--- src/rtl/regfile_wb_sched.sv ---
// Write-back scheduler: round-robin arbitration of NREQ requesters onto the single
// register-file write port, plus a per-register busy scoreboard for hazard checks.
module regfile_wb_sched #(
    parameter int unsigned NREQ   = 3,
    parameter int unsigned ADDR_W = 6,
    parameter int unsigned NREGS  = 32,
    parameter int unsigned DATA_W = 32
) (
    input  logic                     clk,
    input  logic                     rst_n,
    input  logic                     flush,
    input  logic [NREQ-1:0]          req_valid,
    output logic [NREQ-1:0]          req_ready,
    input  logic [NREQ*ADDR_W-1:0]   req_addr,
    input  logic [NREQ*DATA_W-1:0]   req_data,
    output logic                     rf_wen,
    output logic [ADDR_W-1:0]        rf_addrW,
    output logic [DATA_W-1:0]        rf_din,
    input  logic                     iss_valid,
    input  logic [ADDR_W-1:0]        iss_addr,
    output logic                     iss_ready,
    input  logic [ADDR_W-1:0]        chk_addrA,
    input  logic [ADDR_W-1:0]        chk_addrB,
    output logic                     busyA,
    output logic                     busyB
);

    localparam int unsigned PTR_W = (NREQ > 1) ? $clog2(NREQ) : 1;
    localparam int unsigned IDX_W = (NREGS > 1) ? $clog2(NREGS) : 1;
    localparam logic [PTR_W:0]   NREQ_L = (PTR_W+1)'(NREQ);
    localparam logic [PTR_W-1:0] LAST_L = PTR_W'(NREQ - 1);

    // A register address that names a real, writable register (not x0, in range)
    function automatic logic addr_ok(input logic [ADDR_W-1:0] a);
        return (a != '0) && (64'(a) < 64'(NREGS));
    endfunction

    function automatic logic [IDX_W-1:0] to_idx(input logic [ADDR_W-1:0] a);
        return IDX_W'(a);
    endfunction

    logic                r_rf_wen;
    logic [ADDR_W-1:0]   r_rf_addr;
    logic [DATA_W-1:0]   r_rf_din;
    logic [NREGS-1:0]    r_busy;
    logic [PTR_W-1:0]    r_rr_ptr;

    logic                w_gnt_any;
    logic                w_gnt;
    logic [PTR_W-1:0]    w_gnt_idx;
    logic [PTR_W:0]      w_pos;
    logic [ADDR_W-1:0]   w_gnt_addr;
    logic [DATA_W-1:0]   w_gnt_data;
    logic [PTR_W-1:0]    w_rr_nxt;
    logic                w_claim;
    logic [NREGS-1:0]    w_busy_nxt;

    // Round-robin search starting at r_rr_ptr, wrapping modulo NREQ
    always_comb begin
        w_gnt_any = 1'b0;
        w_gnt_idx = '0;
        w_pos     = '0;
        for (int k = 0; k < int'(NREQ); k++) begin
            w_pos = {1'b0, r_rr_ptr} + (PTR_W+1)'(k);
            if (w_pos >= NREQ_L) begin
                w_pos = w_pos - NREQ_L;
            end
            if (!w_gnt_any && req_valid[w_pos[PTR_W-1:0]]) begin
                w_gnt_any = 1'b1;
                w_gnt_idx = w_pos[PTR_W-1:0];
            end
        end
    end

    assign w_gnt      = w_gnt_any && rst_n && !flush;
    assign w_gnt_addr = req_addr[w_gnt_idx*ADDR_W +: ADDR_W];
    assign w_gnt_data = req_data[w_gnt_idx*DATA_W +: DATA_W];
    assign w_rr_nxt   = (w_gnt_idx == LAST_L) ? '0 : w_gnt_idx + PTR_W'(1);

    always_comb begin
        req_ready = '0;
        if (w_gnt) begin
            req_ready[w_gnt_idx] = 1'b1;
        end
    end

    // A WAW claim may proceed on the very cycle the older write retires
    assign iss_ready = rst_n && !flush &&
                       (!addr_ok(iss_addr) || !r_busy[to_idx(iss_addr)] ||
                        (r_rf_wen && (r_rf_addr == iss_addr)));

    assign w_claim = iss_valid && iss_ready && addr_ok(iss_addr);

    assign busyA = addr_ok(chk_addrA) && r_busy[to_idx(chk_addrA)];
    assign busyB = addr_ok(chk_addrB) && r_busy[to_idx(chk_addrB)];

    // Retirement clears first so a same-edge claim of the same register wins
    always_comb begin
        w_busy_nxt = r_busy;
        if (r_rf_wen) begin
            w_busy_nxt[to_idx(r_rf_addr)] = 1'b0;
        end
        if (w_claim) begin
            w_busy_nxt[to_idx(iss_addr)] = 1'b1;
        end
    end

    always_ff @(posedge clk) begin
        if (!rst_n) begin
            r_rf_wen  <= 1'b0;
            r_rf_addr <= '0;
            r_rf_din  <= '0;
            r_busy    <= '0;
            r_rr_ptr  <= '0;
        end else begin
            if (w_gnt) begin
                r_rf_wen  <= addr_ok(w_gnt_addr);
                r_rf_addr <= w_gnt_addr;
                r_rf_din  <= w_gnt_data;
                r_rr_ptr  <= w_rr_nxt;
            end else begin
                r_rf_wen  <= 1'b0;
            end
            r_busy <= flush ? '0 : w_busy_nxt;
        end
    end

    assign rf_wen   = r_rf_wen;
    assign rf_addrW = r_rf_addr;
    assign rf_din   = r_rf_din;

endmodule

--- config.mk ---
export PLATFORM = sky130hd
export DESIGN_NAME = regfile_wb_sched
export DESIGN_NICKNAME = d
export VERILOG_FILES = /design/src/rtl/regfile_wb_sched.sv
export SDC_FILE = /design/constraint.sdc
export NUM_CORES = 1
export LEC_CHECK = 0
export ABC_AREA = 1
export CORE_UTILIZATION = 50
export CTS_BUF_LIST = sky130_fd_sc_hd__clkbuf_4 sky130_fd_sc_hd__clkbuf_8
export CTS_CLUSTER_DIAMETER = 30
export DETAILED_ROUTE_END_ITERATION = 16
export PLACE_DENSITY = 0.89
export SETUP_SLACK_MARGIN = 0.02
export SLEW_MARGIN = 20
export SYNTH_ARGS = -nofsm -noshare
export SYNTH_HDL_FRONTEND = slang
export SYNTH_SLANG_ARGS = --single-unit
--- constraint.sdc ---
create_clock -name clk -period 4 [get_ports clk]
set_clock_uncertainty 0.1 [all_clocks]
set_input_delay 1 -clock clk [delete_from_list [all_inputs] [get_ports clk]]
set_output_delay 1 -clock clk [all_outputs]
set_load 0.01 [all_outputs]
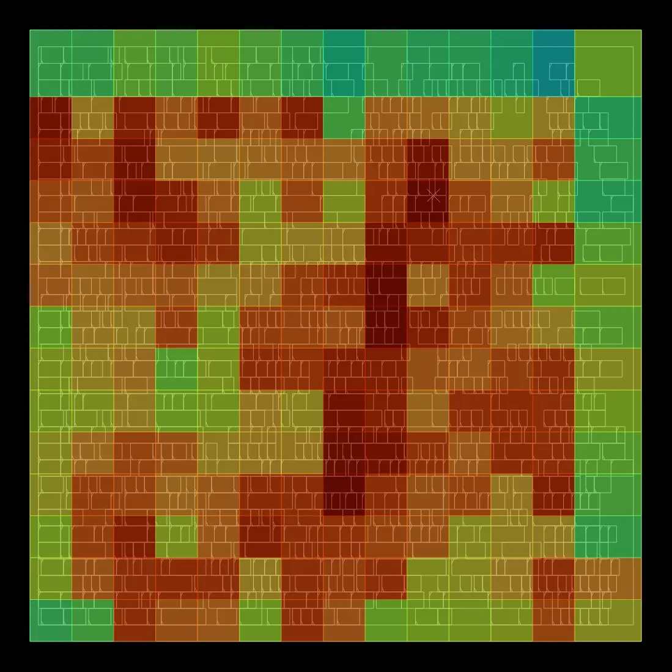
(run_1/final_congestion.png)
global-route track usage on met2: 65.7%
aggregate global-route resource usage: 40.0%
met3 usage in global routing: 11.2%
met1 capacity usage during global routing: 46.6%

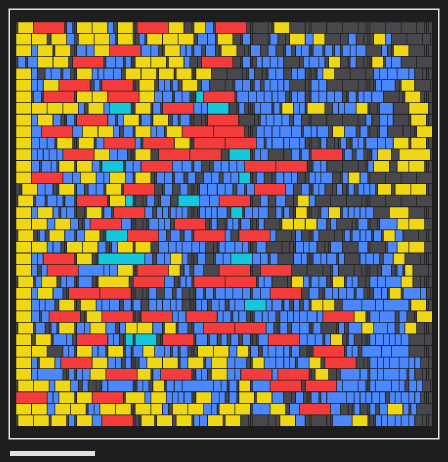
(run_1/cell_classes.png)
Bar = 20 µm. Fill, decap, tap and diode cells in grey.
clock drivers and dummy loads -> cyan  # cells 15, share of their area 2.6%
all other logic -> blue  # cells 636, share of their area 45%
other buffers and delay cells -> yellow  # cells 228, share of their area 31%
flip-flops -> red  # cells 73, share of their area 21%
final standard cell area without fillers: 7170 µm²
placeable core region: 9330 µm²

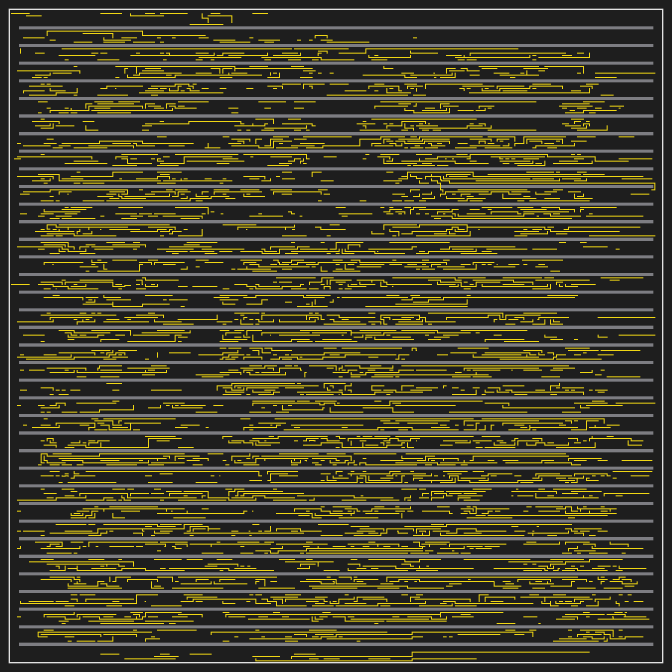
(run_1/met1.png)
Supply wires on this layer in grey.
main direction = horizontal
share of all routed wire = 36%
nets with wire on the layer = 988

==> summary.txt, run 1 <==
The layout was made with Yosys and OpenROAD.

The flow ran to the end, but the final reports show violations. The final reports fail on design-rule violations. The category of the worst setup path capture point is an output pin. After its last routability iteration, the placer logged a weighted congestion of ~1.

The net count after synthesis is ~900. The number of warnings in the stage logs is 30. The final timing summary puts the cycle share of the worst path at between 90 and 100%. The initial antenna violation count was 0. The worst setup path is launched from a primary input.

The vertical die size is slightly above 100 µm. The switching component of the power is approximately 1.7 mW. For flop-to-flop paths, the worst setup slack is 0.90 ns. Sequential cells were found to cover 30.0% of the synthesized design area. The min-delay analysis places its worst path in the category reg2reg. The final tally of setup violations is 0.

The hold violation count in the final report is 0. The clock drives between 70 and 80 sinks. The most common cell after layout, fill and taps aside is clkdlybuf4s50_1. The sum of routed wire length over all layers is 20.2 mm.

Yosys reports that the leading cell type by area covers a little under a third of the netlist area. From synthesis to final layout, the design area changed by 47.3%. According to the timing report, the data required time at the worst endpoint equals around 2.9 ns. Looking at the power breakdown, combinational cells take between 50 and 60% of the total. Total power for the finished layout comes to 3.66 mW.

The standard cell area after detailed placement is slightly below 7000 µm². The largest total area in the synthesized netlist belongs to dfxtp_1. The final timing report derives a shortest allowable period of ~3.8 ns. Setup repair after global routing left no endpoint under its margin. The placed wire-length estimate is 15.4 mm.

In the routed design, unresolved DRC markers number 1. The power report lists cell-internal power as approximately 2 mW. After detailed routing, the average wire length per cell comes to 18.6 µm.

Buffers added to address setup during post-CTS repair amount to 0. The power density normalized to cell area is 510 nW/µm². The largest net degree at the start of global routing is 35.

The average cell area after synthesis is between 6 and 7 µm². The number of pins exceeding their max-slew limit in the final report is 0. The main area contributors are dfxtp_1 (30%), nand2_1 (11%), a21oi_1 (10%), o21ai_0 (9.1%), nand3_1 (4.6%). The number of global-route vias before repair is between 6000 and 7000. The row count is 35. The number of cells traversed by the worst hold path is 2.

The DRC violation total after the first TritonRoute iteration is roughly 630. The core utilization before placement is between 50% and 60%. Per report_power, the sequential group accounts for between 20% and 30% of the total. The total iterations of the first detailed-routing run is 13.

For this run, the detailed router reports a per-instance via density of a little over 6. The worst endpoint data arrival time is 2.72 ns.
## run 1: logic make-up (layout without fill, tap and decap cells)
kind of cell,Yosys count,in the layout,synth area share [%]
flip-flops,73,73,30.0
buffers and inverters,113,311,11.1
XOR/XNOR,3,3,0.540
AND-OR/OR-AND,251,251,28.6
adder cells (fa/ha/maj),4,4,1.03
AND/OR/NAND/NOR,310,310,28.8
## run 1: cells in the mapped netlist, drive strengths merged
cell type and n:
a31oi 29, o21ai 94, a21oi 97, and3 1, a211oi 1, nor3 9, o2111ai 1, nand4 34
nand3 47, o22ai 7, dfxtp 73, nand2 152, nor4 1, nor2 66, clkbuf 15, buf 30
o211ai 9, xnor2 2, xor2 1, inv 68, a41oi 6, o31ai 5, ha 4, a22oi 2
## run 1: repair_timing
| action | CTS | global route |
|---|---|---|
| endpoints found under the setup margin | 6 | 3 |
| resized | 14 | 15 |
| pin swaps | 0 | 1 |
| hold buffers | 0 | 0 |
## run 1: cell type report
class / instances / area, µm²
flip-flops and latches: 73 / 1460
multi-input cells: 568 / 2920
well taps: 129 / 161
clock inverters: 6 / 60.1
fillers: 681 / 2150
clock buffers: 9 / 124
repair buffers: 228 / 2190
inverters: 68 / 258
## run 1: per-layer routing
layer | vias up | share of wire, % | track usage [%] | routed length [µm]
li1 | 3006 | - | - | -
met1 | 2954 | 36 | 46.6 | 7350
met2 | 465 | 46 | 65.7 | 9340
met3 | 94 | 11 | 11.2 | 2290
met4 | 0 | 5.8 | 23.4 | 1170
met5 | - | 0 | 0 | 0
## run 1: registers in the layout, indices dropped and copies added (netlist names)
signal    cells
rf_wen        1
rf_din       32
r_busy       32
r_rr_ptr      2
rf_addrW      6
## run 1: metrics by stage
step / hold slack (ns) / TNS, ns / cells / setup slack [ns]
final: 0.389 / 0 / 1081 / 0.177
after global routing: 0.413 / 0 / 1081 / 0.0887
after CTS: 0.385 / -0.0315 / 1081 / -0.0315
after detailed placement: 0.374 / -0.511 / 1066 / -0.202
after global placement: 0.363 / -0.340 / 1066 / -0.185
after floorplan: 0.348 / 0 / 754 / 0.741
## run 1: worst max-delay path, stage by stage
cell and delay, ns:
clkdlybuf4s50_1 0.53, inv_1 0.08, nand2_1 0.06, nand3_1 0.09, nand2_1 0.12, nand3_2 0.12, nor2_2 0.15, nor2_4 0.07
buf_4 0.14, nor2_1 0.07, dlygate4sd2_1 0.28
## run 1: power by group through the flow
stage / clock network (mW) / logic [mW] / registers (mW)
floorplan: 0 / 1.18 / 1.08
finish: 0.565 / 2.08 / 1.02
global route: 0.604 / 2.22 / 1.04
CTS: 0.562 / 2.04 / 1.01
detailed placement: 0 / 2.03 / 1.03
global placement: 0 / 1.94 / 1.01
## run 1: worst paths after layout
kind	start	endpoint
setup / recovery	req_valid[1]	req_ready[2]
hold / removal	r_busy[1]	r_busy[1]
setup reg to reg	r_rr_ptr[0]	rf_wen
hold reg to reg	r_busy[1]	r_busy[1]
==> inputs of run 2 (changes only) <==
--- a/config.mk
+++ b/config.mk
@@ -6,11 +6,11 @@
 export NUM_CORES = 1
 export LEC_CHECK = 0
 export ABC_AREA = 1
-export CORE_UTILIZATION = 50
+export CORE_UTILIZATION = 42
 export CTS_BUF_LIST = sky130_fd_sc_hd__clkbuf_4 sky130_fd_sc_hd__clkbuf_8
 export CTS_CLUSTER_DIAMETER = 30
 export DETAILED_ROUTE_END_ITERATION = 16
-export PLACE_DENSITY = 0.89
+export PLACE_DENSITY = 0.8
 export SETUP_SLACK_MARGIN = 0.02
 export SLEW_MARGIN = 20
 export SYNTH_ARGS = -nofsm -noshare
==> constraint.sdc (replaced) <==
create_clock -name clk -period 3.5 [get_ports clk]
set_clock_uncertainty 0.1 [all_clocks]
set_input_delay 0.875 -clock clk [delete_from_list [all_inputs] [get_ports clk]]
set_output_delay 0.875 -clock clk [all_outputs]
set_load 0.01 [all_outputs]
==> summary.txt, run 2 <==
The layout was made with Yosys and OpenROAD.

The final weighted congestion in routability-driven placement is 1.00 (+1.1%). The row count is 38 (+8.6%). The count of library flops with an enable pin is 0 (unchanged). The average via count per standard cell is 5.63 (-6.7%).

The footprint of the multi-input gates is 2940 µm² (+0.94%). The final design instance area without fill is 7450 µm² (+3.8%). Per the synthesis report, the dominant area consumer among library cells is dfxtp_1. The core utilization before placement came to 44.0% (-8.2 points). The category of the worst setup path launch point is a primary input. The share of synthesized registers carrying an async set or reset came to 0% (unchanged). The most common cell after layout, fill and taps aside is clkdlybuf4s50_1. The register share after synthesis was 30.0% (unchanged). The number of pins exceeding their max-slew limit in the final report came to 0 (unchanged).

OpenROAD reports that the post-layout worst path occupies a little over nine tenths of the period. The routed length per placed instance came to 17.2 µm (-7.5%). Sorting the synthesized cells by area gives the leading types as dfxtp_1 (30%), nand2_1 (11%), a21oi_1 (10%), o21ai_0 (9.1%), nand3_1 (4.6%). The type of the most critical hold path is reg2reg. The placed wire-length estimate is 14.2 mm (-7.8%).

The total global routing track utilization is 33.4% (-6.5 points). The buffer count from post-CTS setup fixing is 0 (unchanged). The vertical die size is 110 µm (+8.9%). Setup repair after global routing left no endpoint under its margin. The flow ran to the end, and the final reports show no timing, DRC or antenna violations. The clock sink total is 73 (unchanged).
[run 2: cell type report]
class                      count  area share (%)
sequential                    73            19.6
inverter                      68            3.46
multi-input combinational    568            39.5
clock inverter                 4           0.689
clock buffer                  12            2.13
timing repair buffer         250            32.2
tap                          140            2.35
[run 2: report_power, final]
part	internal, mW	total (mW)	leakage (nW)	switching [mW]
clock network	0.376	0.707	0.106	0.331
registers	1.02	1.15	0.598	0.130
logic	1.08	2.48	2.23	1.40
total	2.48	4.34	2.93	1.86
[run 2: logic make-up after synthesis]
kind of cell,count (synthesis),share of synthesized area (%)
flip-flops,73,30.0
adder cells (fa/ha/maj),4,1.03
buffers and inverters,113,11.1
XOR/XNOR,3,0.540
AND-OR/OR-AND,251,28.6
AND/OR/NAND/NOR,310,28.8
[run 2: critical path, stage by stage]
cell             delay, ns
clkdlybuf4s50_1       0.50
inv_1                 0.06
nand2_1               0.06
nand3_1               0.11
nand2_2               0.13
nand3_4               0.11
nand3_1               0.12
o21ai_2               0.08
nor2_1                0.08
dlygate4sd2_1         0.29
[run 2: final timing paths]
check	slack, ns	endpoint	cells past startpoint	start
max	0.10	req_ready[1]	10	req_valid[1]
min	0.38	r_busy[5]	2	r_busy[5]
max reg2reg	0.73	rf_wen	17	r_rr_ptr[0]
min reg2reg	0.38	r_busy[5]	2	r_busy[5]
[run 2: per-stage QoR]
stage	utilization (%)	hold slack [ns]	TNS [ns]
after global routing	67.2	0.398	0
final	67.2	0.378	0
after CTS	66.9	0.380	-0.0539
after floorplan	-	0.348	0
after detailed placement	64.6	0.369	-1.68
after global placement	64.6	0.363	-1.65
[run 2: timing repair]
item,CTS,global route
setup endpoints to repair,6,5
gates cloned,1,0
hold buffers,0,0
pin swaps,2,1
resized,22,25
[run 2: per-layer routing]
layer  share of wire (%)  GRT usage (%)
met1                  38           39.5
met5                   0              0
met4                 4.9           19.6
met3                 9.8           7.94
met2                  47           55.2
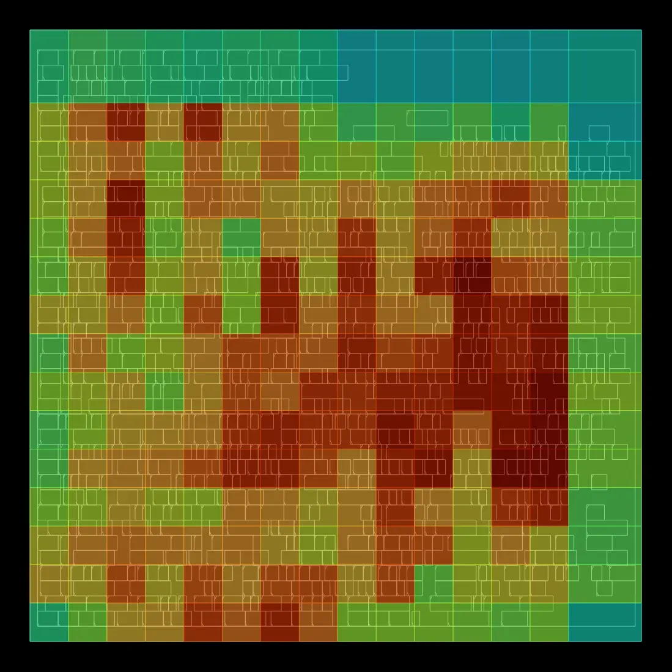
(run_2/final_congestion.png)
end-of-flow core utilization: 67.2%
peak-usage layer in the global routing report: met2
global-route track usage on met2: 55.2%
met3 usage in global routing: 7.94%

No activity file was given, so power comes from the tool's default toggle rates.
